==> run_1/gate_families.png <==
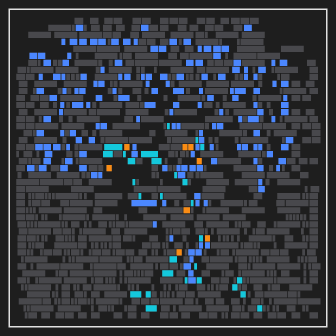
==> run_1/port_nets.png <==
Scale bar: 20 um.
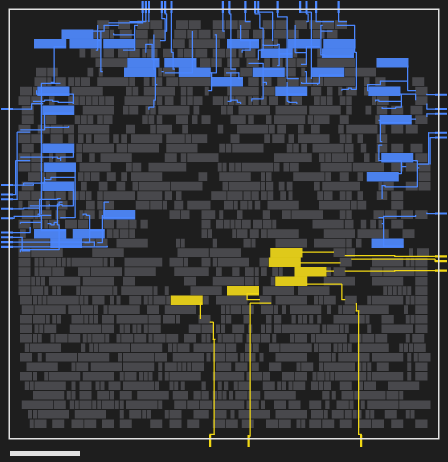
==> run_1/zoom.png <==
Scale bar: 10 um. Region (18, 18) to (43, 43) um. Cells in grey, sequential cells in the stronger grey; small squares are vias.
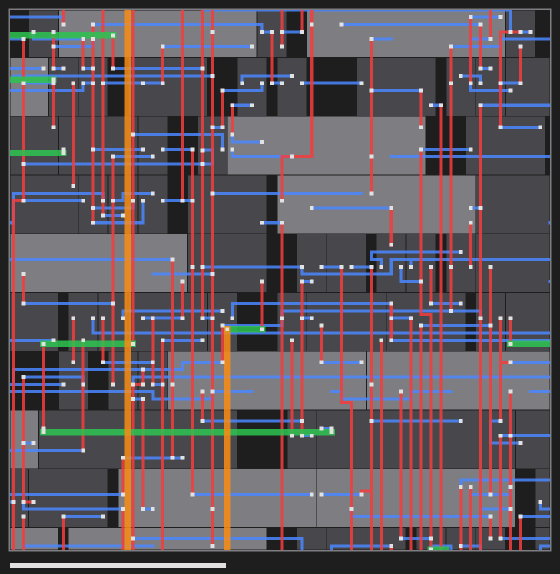
<file path="config.mk">
export PLATFORM = sky130hd
export DESIGN_NAME = alu_issue_ctrl
export DESIGN_NICKNAME = d
export VERILOG_FILES = /design/src/rtl/alu_defs_pkg.sv /design/src/rtl/alu_issue_ctrl.sv
export SDC_FILE = /design/constraint.sdc
export NUM_CORES = 1
export LEC_CHECK = 0
export CAP_MARGIN = 20
export CORE_MARGIN = 2
export CORE_UTILIZATION = 49
export CTS_BUF_LIST = sky130_fd_sc_hd__clkbuf_16
export DETAILED_ROUTE_END_ITERATION = 7
export PLACE_DENSITY = 0.85
export RECOVER_POWER = 100
export SLEW_MARGIN = 30
export SYNTH_ARGS = -nofsm -noshare
export SYNTH_HDL_FRONTEND = slang
export SYNTH_SLANG_ARGS = --single-unit
</file>
<file path="constraint.sdc">
create_clock -name clk -period 12.4 [get_ports clk]
set_input_delay 3.72 -clock clk [delete_from_list [all_inputs] [get_ports clk]]
set_output_delay 3.72 -clock clk [all_outputs]
set_load 0.01 [all_outputs]
</file>
<file path="src/rtl/alu_defs_pkg.sv">
// Shared TotalALU funct codes and issue-controller state encoding, so the
// ALU control decode and the issue sequencer agree on every code.
package alu_defs_pkg;

    localparam logic [5:0] FN_NOP  = 6'd0;
    localparam logic [5:0] FN_SRL  = 6'd2;
    localparam logic [5:0] FN_MFHI = 6'd16;
    localparam logic [5:0] FN_MFLO = 6'd18;
    localparam logic [5:0] FN_DIVU = 6'd27;
    localparam logic [5:0] FN_ADD  = 6'd32;
    localparam logic [5:0] FN_SUB  = 6'd34;
    localparam logic [5:0] FN_AND  = 6'd36;
    localparam logic [5:0] FN_OR   = 6'd37;
    localparam logic [5:0] FN_SLT  = 6'd42;

    localparam logic [2:0] ST_IDLE       = 3'd0;
    localparam logic [2:0] ST_EXEC       = 3'd1;
    localparam logic [2:0] ST_DIV_RUN    = 3'd2;
    localparam logic [2:0] ST_DIV_SETTLE = 3'd3;
    localparam logic [2:0] ST_RD_HI      = 3'd4;
    localparam logic [2:0] ST_RD_LO      = 3'd5;
    localparam logic [2:0] ST_RESP       = 3'd6;

    // Ops whose result appears on the ALU output in the same cycle.
    function automatic logic is_single_cycle(input logic [5:0] op);
        case (op)
            FN_AND, FN_OR, FN_ADD, FN_SUB, FN_SLT,
            FN_SRL, FN_MFHI, FN_MFLO: return 1'b1;
            default:                  return 1'b0;
        endcase
    endfunction

endpackage

</file>
<file path="src/rtl/alu_issue_ctrl.sv">
// Issue sequencer for the TotalALU: one request at a time, single-cycle ops
// straight through, DIVU held for the divider run then read back via MFHI/MFLO.
module alu_issue_ctrl
    import alu_defs_pkg::*;
#(
    parameter int WIDTH      = 32,
    parameter int DIV_CYCLES = 32
) (
    input  logic             clk,
    input  logic             reset,
    input  logic             req_valid,
    output logic             req_ready,
    input  logic [5:0]       req_op,
    input  logic [WIDTH-1:0] req_a,
    input  logic [WIDTH-1:0] req_b,
    output logic             rsp_valid,
    input  logic             rsp_ready,
    output logic [WIDTH-1:0] rsp_data,
    output logic [WIDTH-1:0] rsp_hi,
    output logic             rsp_err,
    output logic [WIDTH-1:0] alu_dataA,
    output logic [WIDTH-1:0] alu_dataB,
    output logic [5:0]       alu_signal,
    input  logic [WIDTH-1:0] alu_output,
    output logic             busy
);

    localparam int CNT_W = $clog2(DIV_CYCLES + 1);
    localparam logic [CNT_W-1:0] CNT_LAST = CNT_W'(DIV_CYCLES - 1);
    localparam logic [CNT_W-1:0] CNT_MAX  = CNT_W'(DIV_CYCLES);

    logic [2:0]       state_q,    state_d;
    logic [CNT_W-1:0] cnt_q,      cnt_d;
    logic [5:0]       signal_q,   signal_d;
    logic [WIDTH-1:0] data_a_q,   data_a_d;
    logic [WIDTH-1:0] data_b_q,   data_b_d;
    logic [WIDTH-1:0] rsp_data_q, rsp_data_d;
    logic [WIDTH-1:0] rsp_hi_q,   rsp_hi_d;
    logic             rsp_err_q,  rsp_err_d;

    // NOTE: alu_signal is computed for the *next* state and registered, so the
    // ALU sees a code that only changes at clock edges and never glitches.
    always_comb begin
        // NOTE: every variable gets a default first so no path infers a latch.
        state_d    = state_q;
        cnt_d      = cnt_q;
        signal_d   = FN_NOP;
        data_a_d   = data_a_q;
        data_b_d   = data_b_q;
        rsp_data_d = rsp_data_q;
        rsp_hi_d   = rsp_hi_q;
        rsp_err_d  = rsp_err_q;

        case (state_q)
            ST_IDLE: begin
                if (req_valid) begin
                    data_a_d = req_a;
                    data_b_d = req_b;
                    if (is_single_cycle(req_op)) begin
                        state_d  = ST_EXEC;
                        signal_d = req_op;
                    end else if (req_op == FN_DIVU && req_b != '0) begin
                        state_d  = ST_DIV_RUN;
                        cnt_d    = '0;
                        signal_d = FN_DIVU;
                    end else begin
                        // Unknown op or divide by zero: the divider is never started.
                        state_d    = ST_RESP;
                        rsp_data_d = '0;
                        rsp_hi_d   = '0;
                        rsp_err_d  = 1'b1;
                    end
                end
            end
            ST_EXEC: begin
                rsp_data_d = alu_output;
                rsp_hi_d   = '0;
                rsp_err_d  = 1'b0;
                state_d    = ST_RESP;
            end
            ST_DIV_RUN: begin
                if (cnt_q != CNT_MAX) cnt_d = cnt_q + 1'b1;
                if (cnt_q == CNT_LAST) begin
                    state_d = ST_DIV_SETTLE;
                end else begin
                    signal_d = FN_DIVU;
                end
            end
            ST_DIV_SETTLE: begin
                state_d  = ST_RD_HI;
                signal_d = FN_MFHI;
            end
            ST_RD_HI: begin
                rsp_hi_d = alu_output;
                state_d  = ST_RD_LO;
                signal_d = FN_MFLO;
            end
            ST_RD_LO: begin
                rsp_data_d = alu_output;
                rsp_err_d  = 1'b0;
                state_d    = ST_RESP;
            end
            ST_RESP: begin
                if (rsp_ready) state_d = ST_IDLE;
            end
            default: state_d = ST_IDLE;
        endcase
    end

    // NOTE: sequential state uses non-blocking assignments only; the async reset
    // abandons any operation in flight without producing a response.
    always_ff @(posedge clk or posedge reset) begin
        if (reset) begin
            state_q    <= ST_IDLE;
            cnt_q      <= '0;
            signal_q   <= FN_NOP;
            data_a_q   <= '0;
            data_b_q   <= '0;
            rsp_data_q <= '0;
            rsp_hi_q   <= '0;
            rsp_err_q  <= 1'b0;
        end else begin
            state_q    <= state_d;
            cnt_q      <= cnt_d;
            signal_q   <= signal_d;
            data_a_q   <= data_a_d;
            data_b_q   <= data_b_d;
            rsp_data_q <= rsp_data_d;
            rsp_hi_q   <= rsp_hi_d;
            rsp_err_q  <= rsp_err_d;
        end
    end

    assign req_ready  = (state_q == ST_IDLE);
    assign rsp_valid  = (state_q == ST_RESP);
    assign busy       = (state_q != ST_IDLE);
    assign rsp_data   = rsp_data_q;
    assign rsp_hi     = rsp_hi_q;
    assign rsp_err    = rsp_err_q;
    assign alu_dataA  = data_a_q;
    assign alu_dataB  = data_b_q;
    assign alu_signal = signal_q;

endmodule

</file>
==> impl_metrics.tcl, run 1 <==
# flow metrics
set metrics [dict create \
    rrSetupSlack_ns 6.88 \
    topCellsByArea "dfrtp_1 (52%), nand2_1 (13%), o211ai_2 (5.3%)" \
    ys_warn_count 0 \
    area_delta_synth_final_pct 42.0 \
    status "complete, but fails checks" \
    setup_viol 0 \
    p_leak_uw 0.00450 \
    nNetsFinal 1045 \
    syn_inst 721 \
    final_util 0.707 \
    dieArea_um2 15000 \
    drv_cap 5 \
    synthDistinctLibCells 47 \
    antenna_cells 0 \
    root_buffer "clkbuf_16" \
    cts.clk_slew.worst_paths_ns 0.05 \
    wl_um 19800 \
    ff_type "dfrtp_1" \
    crit_type "input port to flop" \
    post-route-period-util 0.638 \
    fill_cells 1056 \
    cts_tree "built" \
    crit_required_ns 12.71 \
    critPathLaunchType "input port" \
    drtPass1Iterations 5 \
    hold_ws_ns 0.466 \
    rows 43 \
    warnings 27 \
    period_minus_slack_ns 7.91 \
    vias_per_cell 5.59 \
    clock-sinks 144 \
    grt_max_degree 81 \
    hpwl_um 13300 \
    crit_arrival_ns 8.23 \
    fp.dieW_um 123 \
    edf_count 0 \
    die_h_um 123 \
    core_um2 13800 \
    critPathMaxFanout 49 \
    max_slew_margin -0.924 \
    top_cells_by_count "nand2_1 (231), dfrtp_1 (144), nand3_1 (70)" \
    avgRoutedWirePerCell_um 17.5 \
    cts_setup_buffers 0 \
    pwr-share-clk 0.233 \
    worstHoldPathType "flop to flop" \
    syn_area_um2 6880 \
    yosysTopAreaCell "dfrtp_1" \
    worst_pin_slew_ns 2.89 \
    fin_skew_ns 0.00595 \
    cts_buffer_depth 2 \
    vias 6316 \
    violations "capacitance limit, slew limit" \
    numCtsBuffers 17 \
    switching_share 0.367 \
    timing.setup.tns_ns 0 \
    ys_cells 721 \
    track_usage 0.271 \
    power_frac_seq 0.342 \
    ys_chip_area_um2 6880 \
    synthesis.nets 829 \
    drc_errors 0 \
    timing.fmax_mhz 126 \
    rsz0062_at_grt "no" \
    grt_overflow_total 0 \
    first_iter_violations 437 \
    insertion_delay_ns 0.41 \
    ir_drop_mv 0.147 \
    maxSlewViolCount 262 \
    intPower_uw 1520 \
    pwr_density_cell_nw_per_um2 246 \
    ys.flops 144 \
    syn_area_per_cell_um2 9.55 \
    gp_congestion 0.890 \
    top_area_frac 0.524 \
    pwr-share-comb 0.425 \
    switchingPower_uw 883 \
    ys_seq_frac 0.524 \
    h-tree-depth 4 \
    grt_pass1_wl_um 31800 \
    core_util_floorplan 0.498 \
    finalHoldViolations 0 \
    cts_hold_buf 0 \
]
Notes on gate_families.png above:
Key: inverting AOI/OAI gates = blue [cells 158, most used o21ai_0]; AND and OR gates = orange [cells 8, most used and3_1, where centre]; NOR gates = cyan [cells 28, most used nor2_1]
multi-input combinational area share: 0.280
final cell count without fillers: 1129
most numerous logic cell after layout: nand2_1

Notes on port_nets.png above:
Key: rsp_data = blue [direction output, end cells 32, wire 1090 um]; alu_signal = yellow [direction output, end cells 6, wire 248 um]
IO Pins: 244
PortBufs: 243

Notes on zoom.png above:
Key: met3 = green; met2 = red; met1 = blue; met4 = orange
Sequential cells in the window: 9. 57 logic cells have their middle in the window. Most frequent: nand2_1 (28), dlygate4sd3_1 (12), dfrtp_1 (9). Netlist names of flops here include alu_dataA (6), alu_dataB (3).

==> run 1: cell usage in the layout (no fill, tap or decap), types with 17 or more instances in the layout <==
cell	count
nand2_1	230
dfrtp_1	144
dlygate4sd3_1	139
clkdlybuf4s50_1	104
nand3_1	71
o21ai_0	54
a32oi_1	32
o211ai_1	29
o21ai_2	20
clkbuf_16	17
==> run 1: power by group through the flow <==
stage                     logic [uW]  clock network [uW]  registers (uW)
after floorplan                  487                   0             906
after global placement          1090                   0             833
after detailed placement        1120                   0             840
after CTS                       1130                 569             836
after global routing            1130                 590             850
final                           1020                 560             823
==> run 1: metal layers <==
| metal | global-route usage | share of wire | routed length [um] |
|---|---|---|---|
| met5 | 0 | 0 | 0 |
| met4 | 0.108 | 0.028 | 560 |
| met3 | 0.0632 | 0.064 | 1270 |
| met2 | 0.450 | 0.50 | 9860 |
| met1 | 0.343 | 0.41 | 8100 |
==> run 1: path summary, 6_finish.rpt <==
kind,from,endpoint,depth (start not counted)
min in group asynchronous,reset,alu_dataA[8]$_DFFE_PP0P_,2
worst min-delay path,alu_dataA[7]$_DFFE_PP0P_,alu_dataA[7]$_DFFE_PP0P_,2
worst max register to register,state_q[2]$_DFFE_PP0P_,alu_signal[3]$_DFF_PP0_,8
max in group asynchronous,reset,rsp_data[24]$_DFFE_PP0P_,3
worst min register to register,alu_dataA[7]$_DFFE_PP0P_,alu_dataA[7]$_DFFE_PP0P_,2
worst max-delay path,req_op[1],rsp_data[6]$_DFFE_PP0P_,7
==> run 1: cells by family (layout without fill, tap and decap cells) <==
family / after synthesis / count (layout) / synth area share
AND-OR/OR-AND: 161 / 161 / 0.193
adder cells (fa/ha/maj): 2 / 2 / 0.00364
buffers and inverters: 69 / 297 / 0.0580
flip-flops: 144 / 144 / 0.524
AND/OR/NAND/NOR: 345 / 345 / 0.222
==> run 1: critical path: stages <==
cell	delay, ns
dlygate4sd3_1	0.63
nor4b_1	0.53
o21ai_0	0.23
nand3_1	0.75
clkbuf_1	1.78
a32oi_1	0.32
o21ai_0	0.20
==> run 1: layout make-up <==
class | instances | area (um2) | area share
flip-flops and latches | 144 | 3600 | 0.369
multi-input cells | 508 | 2730 | 0.280
repair buffers | 256 | 2530 | 0.258
clock buffers | 17 | 425 | 0.0435
well taps | 180 | 225 | 0.0230
clock inverters | 14 | 223 | 0.0228
inverters | 10 | 38.8 | 0.00397
==> run 1: registers in the layout (all words and copies together), names as in the netlist <==
signal,flops
alu_dataA,32
alu_dataB,32
alu_signal,6
cnt_q,6
rsp_data,32
rsp_err,1
rsp_hi,32
state_q,3
==> run 1: metrics by stage <==
step                setup slack, ns  instances  cell area [um2]  total power, uW
floorplan                      4.81        721             6880             1390
global placement               6.07       1096             9290             1930
detailed placement             6.03       1097             9310             1960
CTS                            6.42       1128             9960             2540
global route                   4.10       1129             9780             2570
finish                         4.49       1129             9780             2410
--- run 2 (diff from run 1) ---
Settings changed: CORE_UTILIZATION 49 to 45, PLACE_DENSITY 0.85 to 0.79.
Clock period 12.4 ns to 8.15 ns, I/O delays scaled along.
==> run_2/final_congestion.png <==
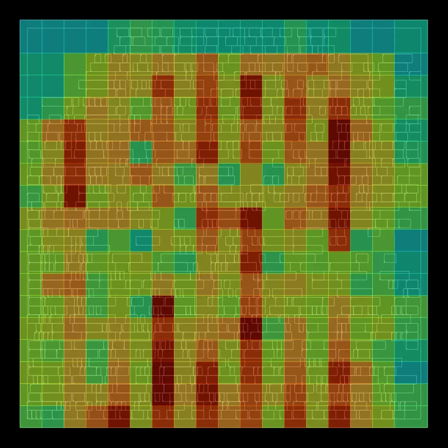
GRT Util Overall: 0.255
GR Util met3: 0.0639
met2 usage: 0.409

==> run 2 against run 1 <==
The run still ends with capacitance limit, slew limit left. Largest power group unchanged. Cell area decreased by 0.91%. Sequential power is 52% higher. Combinational power increased by 48%. Flip-flop count stayed put. Routed wire length increased by 1.6%. Critical endpoint is now busy. Critical path type is now flop to output port. Non-clock buffer count down 1.
==> impl_metrics.tcl, run 2 <==
# flow metrics
set metrics [dict create \
    critPathMaxFanout 38 \
    maxSlewViolCount 241 \
    mostFrequentLayoutCells "nand2_1 (230), dfrtp_1 (144), dlygate4sd3_1 (139)" \
    topCellsByArea "dfrtp_1 (52%), nand2_1 (13%), o211ai_2 (5.3%)" \
    min_from "alu_dataA[4]$_DFFE_PP0P_" \
    antenna_found_initial 0 \
    top_area_frac 0.524 \
    cts_tree "built" \
    rrSetupSlack_ns 2.82 \
    die_h_um 128 \
    crit_type "flop to output port" \
    syn_inst 721 \
    ys_cells 721 \
    final_cells 1136 \
    insertion_delay_ns 0.41 \
    antenna_cells 0 \
    drive_gt1_frac 0.0570 \
    worst_r2r_endpoint "alu_signal[3]$_DFF_PP0_" \
    dp_slack_ns 2.99 \
    worstHoldPathType "flop to flop" \
    cts_hold_buf 0 \
    pwr_density_cell_nw_per_um2 374 \
    drv_cap 4 \
    cts_buffer_depth 2 \
    p_leak_uw 0.00444 \
    grt_pass1_wl_um 33100 \
    first_global_vias 6340 \
    numCtsBuffers 17 \
    startpoint "state_q[2]$_DFFE_PP0P_" \
    avgRoutedWirePerCell_um 17.7 \
    ff_type "dfrtp_1" \
    post-synth-top-count-cell "nand2_1" \
    antenna_left 0 \
    ff2ff_path_depth 8 \
    crit_arrival_ns 3.33 \
    nNetsFinal 1044 \
    core_um2 15100 \
    min_to "alu_dataA[4]$_DFFE_PP0P_" \
    hold_depth 2 \
    timing.fmax_mhz 173 \
    numPortBuffers 243 \
    end_kind "output port" \
    dieArea_um2 16300 \
    rows 45 \
    worst_pin_slew_ns 4.14 \
    synthesis.nets 829 \
    placed_cells 1104 \
    wl_um 20100 \
    rsz0062_at_grt "no" \
    yosysTopAreaCell "dfrtp_1" \
    timing.setup.tns_ns 0 \
    top_cells_by_count "nand2_1 (231), dfrtp_1 (144), nand3_1 (70)" \
    gp_congestion 0.876 \
    synthDistinctLibCells 47 \
    critPathLaunchType "flop" \
    max_slew_margin -1.77 \
    first_iter_violations 607 \
    fp.dieW_um 128 \
    vias 6313 \
    synth-async-reset-ratio 1.00 \
    violations "capacitance limit, slew limit" \
    ir_drop_mv 0.228 \
    final.setup.worst_slack_ns 2.38 \
    drtPass1Iterations 5 \
    h-tree-depth 4 \
    final_common_cell "nand2_1" \
    finalHoldViolations 0 \
    crit_required_ns 5.71 \
    warnings 27 \
    status "complete, but fails checks" \
    fill_cells 1258 \
    combGateArea_um2 2640 \
    reg2reg_from "state_q[2]$_DFFE_PP0P_" \
    ioPinCount 244 \
    core_util_floorplan 0.456 \
    setup_viol 0 \
    cts_setup_buffers 0 \
    seq_area_um2 3600 \
    syn_area_per_cell_um2 9.55 \
    grt_overflow_total 0 \
    vias_per_cell 5.56 \
    ys_warn_count 0 \
    drc_errors 0 \
    ys_chip_area_um2 6880 \
    edf_count 0 \
    period_minus_slack_ns 5.77 \
    post-route-period-util 0.708 \
    cts.clk_slew.worst_paths_ns 0.06 \
    fin_skew_ns 0.00490 \
    grt_max_degree 95 \
    syn_area_um2 6880 \
    root_buffer "clkbuf_16" \
    ys.flops 144 \
    clock-sinks 144 \
    ys_seq_frac 0.524 \
    hpwl_um 13500 \
    post_cts_resized 0 \
    area_delta_synth_final_pct 40.7 \
]
run 2: cell counts after synthesis:
No cell type changed its count.
run 2: power by group:
part / total [uW] / switching, uW / internal [uW]
sequential: 1250 / 215 / 1040
combinational: 1510 / 823 / 686
clock: 859 / 292 / 567
total: 3620 / 1330 / 2290
run 2: cell families (layout without fill, tap and decap cells):
group,after synthesis,in the layout,synth area share
AND/OR/NAND/NOR,345,345,0.222
buffers and inverters,69,296,0.0580
flip-flops,144,144,0.524
adder cells (fa/ha/maj),2,2,0.00364
AND-OR/OR-AND,161,161,0.193
run 2: per-layer routing:
metal  up-vias  share of wire  global-route usage  routed length [um]
li1       2967              -                   -                   -
met1      3056           0.42               0.337                8470
met2       252           0.49               0.409                9770
met3        38          0.064              0.0639                1290
met4         0          0.029              0.0937                 588
met5         -              0                   0                   0
run 2: final cells by class:
type | count | share of cell area
inverters | 10 | 0.00400
clock inverters | 14 | 0.0229
clock buffers | 17 | 0.0439
flip-flops and latches | 144 | 0.372
multi-input cells | 508 | 0.272
repair buffers | 255 | 0.261
well taps | 188 | 0.0243
run 2: worst max path at each step:
stage / depth (start not counted) / end / slack (ns)
floorplan: 1 / alu_dataA[0]$_DFFE_PP0P_ / 1.84
detailed placement: 5 / cnt_q[5]$_DFFE_PP0P_ / 2.99
finish: 5 / busy / 2.38
global route: 3 / alu_dataA[30]$_DFFE_PP0P_ / 1.68
CTS: 5 / cnt_q[3]$_DFFE_PP0P_ / 3.45
global placement: 5 / cnt_q[3]$_DFFE_PP0P_ / 3.07
run 2: per-stage QoR:
step / total power, uW / util / hold slack (ns) / instance area, um2
5_1_grt: 3860 / 0.642 / 0.480 / 9690
3_5_place_dp: 2980 / 0.617 / 0.461 / 9300
3_3_place_gp: 2940 / 0.617 / 0.455 / 9300
2_1_floorplan: 2120 / - / 0.480 / 6880
4_1_cts: 3860 / 0.659 / 0.476 / 9950
6_report: 3620 / 0.642 / 0.466 / 9690
run 2: worst max-delay path: stages, from the launching register on:
cell and delay (ns):
dfrtp_1 0.31, clkbuf_1 1.35, or2_0 0.57, nor2_4 0.08, inv_1 0.07, clkdlybuf4s50_1 0.53
Power and IR drop assume default switching activity.
